==> config.mk <==
export PLATFORM = sky130hd
export DESIGN_NAME = cg_phase_sequencer
export DESIGN_NICKNAME = d
export VERILOG_FILES = /design/src/rtl/cg_phase_sequencer.sv
export SDC_FILE = /design/constraint.sdc
export NUM_CORES = 1
export LEC_CHECK = 0
export CAP_MARGIN = 30
export CORE_MARGIN = 2
export CORE_UTILIZATION = 45
export DETAILED_ROUTE_END_ITERATION = 10
export DONT_BUFFER_PORTS = 1
export SYNTH_ARGS = -nofsm -noshare
export SYNTH_HDL_FRONTEND = slang
export SYNTH_SLANG_ARGS = --single-unit
export TNS_END_PERCENT = 100
==> constraint.sdc <==
create_clock -name clk -period 2 [get_ports clk]
set_input_delay 0.2 -clock clk [delete_from_list [all_inputs] [get_ports clk]]
set_output_delay 0.2 -clock clk [all_outputs]
set_load 0.05 [all_outputs]
**Power grid**

Drawn at 6 px/micron. Pins as bars on the die edge.
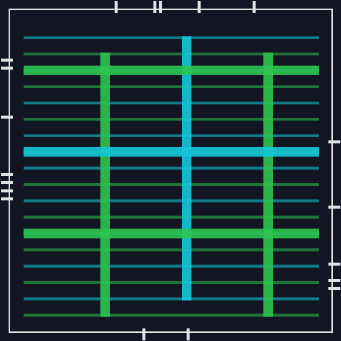
Key: cyan = VDD; green = VSS
19 signal pins sit on the boundary. 3 straps on met5. The core has 17 rows. 18 met1 rails follow the rows.
die span in x: 53.6 microns
chip height: 53.6 microns
Worst VDD drop: 0.724 mV
Placeable Area: 2280 sq um

**Cells colored by class**

Drawn at 4 px/micron. Fill, decap, tap and diode cells in gray.
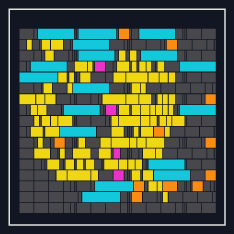
Key: magenta = clock drivers and dummy loads [cells 4, share of their area 2.4%]; yellow = all other logic [cells 89, share of their area 53%]; orange = other buffers and delay cells [cells 11, share of their area 7.4%]; cyan = flip-flops [cells 17, share of their area 38%]
Finished Core Util: 51.8%
sequential share of cell area: 36.5%
final instance area: 1180 sq um
FP Rows: 17

**Clock distribution**

Drawn at 12 px/micron.
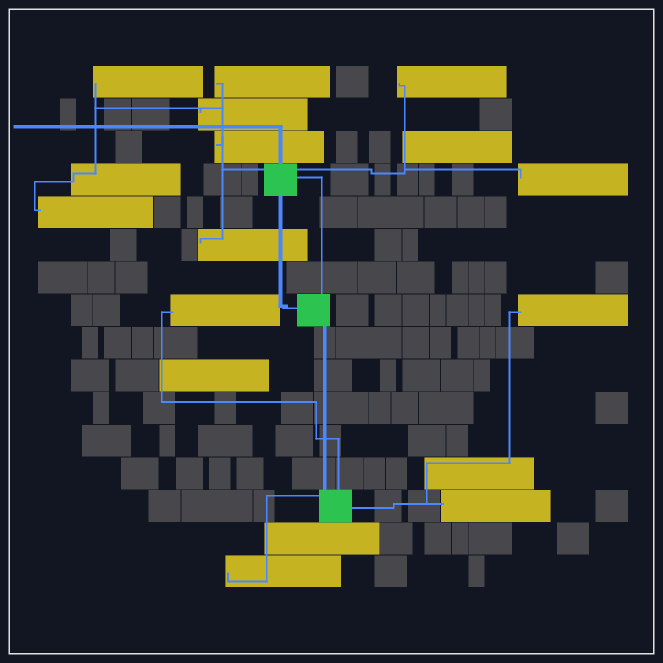
Key: yellow = flip-flops [count 17]; green = cells driving clock nets [count 3]; blue = clock wires [length 229 microns]
Position of the flops: all over the die. There are 4 routed clock nets.
clock share of power: 14.6%
skew final: 2.20 ps
Clock Latency Late Sink: 290 ps

**Wiring by layer**

Drawn at 6 px/micron. Only two layers are drawn.
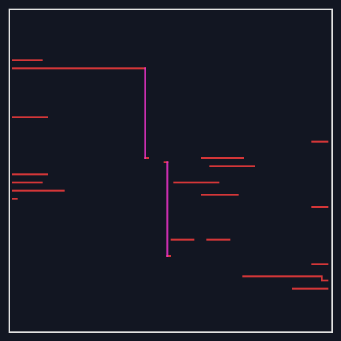
Key: red = met3 [wire length 116 microns]; magenta = met4 [wire length 30.6 microns]
Total GRT Usage: 17.6%
WL per Instance: 14.2 microns

==> impl_metrics.yaml <==
# synthesis and place-and-route metrics
setup_path:
  path_class: "register to register"
  crit_family: "AND-OR/OR-AND gates"
  slowest_delay_ps: 460
  slowest_stage: "dfrtp_2"
  cp_max_fo: 8
  path_depth: 7
  cp.arrival_ps: 1940
  r2r_cells: 7
  cp-end-kind: "register"
  crit_buf_inv: 1
  crit_required_ps: 2180
  r2r_setup_slack_ps: 240
  startpoint_type: "register"
  path_cells: "ha_1 -> nand4_2 -> o21ai_1 -> a2111oi_2 -> a32oi_2 -> inv_2 -> a21oi_2"
clock_tree:
  clk_path_buf_depth: 2
  cts-root-buf: "clkbuf_4"
  cts_tree: "done"
  cts-resized-gates: 0
  cts_max_level: 1
  cts_made_buffers: 3
  cts.sinks: 17
  clk_pin_slew_worst_paths_ps: 100
logic_synthesis:
  numSynthFlops: 17
  yosys-stat-cells: 115
  yosysWarnings: 0
  async_flop_share_pct: 100
  yosys_most_used_dff: "dfrtp_1"
  netlist_area_sq_um: 1110
  synth_cells: 115
  floorplan.nets: 122
  synth-edff-count: 0
  ys_seq_share_pct: 38.7
  syn_area_per_cell_sq_um: 9.62
  synth_cell_types: 52
  yosysChipArea_sq_um: 1110
sta:
  finalClockPeriodUsage_pct: 87.9
  worst_slew_pin_slew_ps: 745
  setup_tns_ps: 0
  worst_slack_ps: 242
  hold_viol: 0
  slew_headroom_pct: 50.2
  finalMaxSlewViolations: 0
  rsz0062_at_grt: "false"
  timing.hold.ws_ps: 191
  fin_crit_ps: 1760
  timing.fmax_mhz: 569
  final-setup-viol-count: 0
placement:
  io_buffers: 0
  gp_congestion: 0.834
  dpl.hpwl_microns: 1530
  dp_worst_setup_slack_ps: 265
grt:
  grt-ovfl-total: 0
  grt_first_pass_wirelength_microns: 3620
  grt_max_degree: 18
  antenna_found_initial: 0
  first_global_vias: 799
pwr:
  power_density_nw_per_um2: 1100
  leakage_nw: 0.482
route:
  dr.pass1.iters: 4
  num_vias: 889
  via_per_inst: 5.97
  drt_iter0_markers: 29
  drc: 0
  ant_nets: 0
  wl_microns: 2110
finish:
  drive_gt1_share_pct: 29.8
  syn2layout_area_growth_pct: 6.67
  n_antenna_cell: 0
  largest_reg_flops: 8
  fin_nets: 129
die:
  dieArea_sq_um: 2870
  io_pins: 19
  fp_util_pct: 48.6
worst_hold_path:
  hold_class: "input pin to register"
  whs_path_depth: 2
run:
  warning_count: 26
  cap_viol_max_count: 0
status:
  status: "finished, final reports clean"
repair_timing:
item | in CTS | in global routing
hold endpoints to repair | 17 | 0
buffers inserted | 0 | 0
hold buffers | 1 | 0
layer usage:
| layer | wire length, microns | vias up | global-route usage, % |
|---|---|---|---|
| met1 | 930 | 420 | 23.2 |
| met5 | 0 | - | 0 |
| met2 | 1040 | 27 | 27.4 |
| li1 | - | 438 | - |
| met4 | 30 | 0 | 9.40 |
| met3 | 116 | 4 | 3.06 |
power breakdown:
| group | total (mW) | switching (mW) | internal [mW] |
|---|---|---|---|
| Combinational | 0.514 | 0.298 | 0.216 |
| Clock | 0.190 | 0.115 | 0.0744 |
| Sequential | 0.600 | 0.175 | 0.425 |
cell usage in the layout (no fill, tap or decap), types with 4 or more instances in the layout:
cell type,count
a21oi_1,9
a31oi_1,4
buf_4,10
dfrtp_1,13
nand2_1,11
nand3_1,4
nand4_1,4
nor2_1,5
o21ai_0,4
worst register-to-register path, delay by kind of cell, from the launching register on:
| family | cells | cell delay, ps |
|---|---|---|
| adder cells (fa/ha/maj) | 1 | 250 |
| AND/OR/NAND/NOR | 1 | 150 |
| flip-flops | 1 | 460 |
| buffers and inverters | 1 | 90 |
| AND-OR/OR-AND | 4 | 700 |
cell families after synthesis:
kind of cell	Yosys count	synth area share (%)
buffers and inverters	12	7.92
AOI/OAI and AO/OA	38	26.1
muxes	3	2.94
and+or+nand+nor	42	22.1
DFF	17	38.7
xor gates and xnor gates	1	0.792
other	1	0.339
adders and majority gates	1	1.13
synthesized netlist by cell type (3+ instances only):
library cell	count	area share, %
dfrtp_1	15	34
nand2_1	11	3.7
a21oi_1	9	4.1
nor2_1	5	1.7
a31oi_1	4	2.3
buf_4	4	2.7
nand3_1	4	1.8
nand4_1	4	2.3
o21ai_0	4	1.8
o22ai_1	3	1.7
stage by stage:
step	total power [mW]	area, sq um	std cells
floorplan	1.03	1110	115
global placement	1.10	1140	144
detailed placement	1.11	1140	144
CTS	1.31	1180	149
global route	1.40	1180	149
finish	1.30	1180	149
layout make-up:
class / count / area (sq um)
inverter: 3 / 11.3
multi-input combinational: 86 / 591
clock buffer: 3 / 22.5
fill: 205 / 1100
sequential: 17 / 430
tap: 28 / 35.0
timing repair buffer: 11 / 85.1
clock inverter: 1 / 5.00
Power figures rest on the tool's default switching activity, not on a simulated workload.
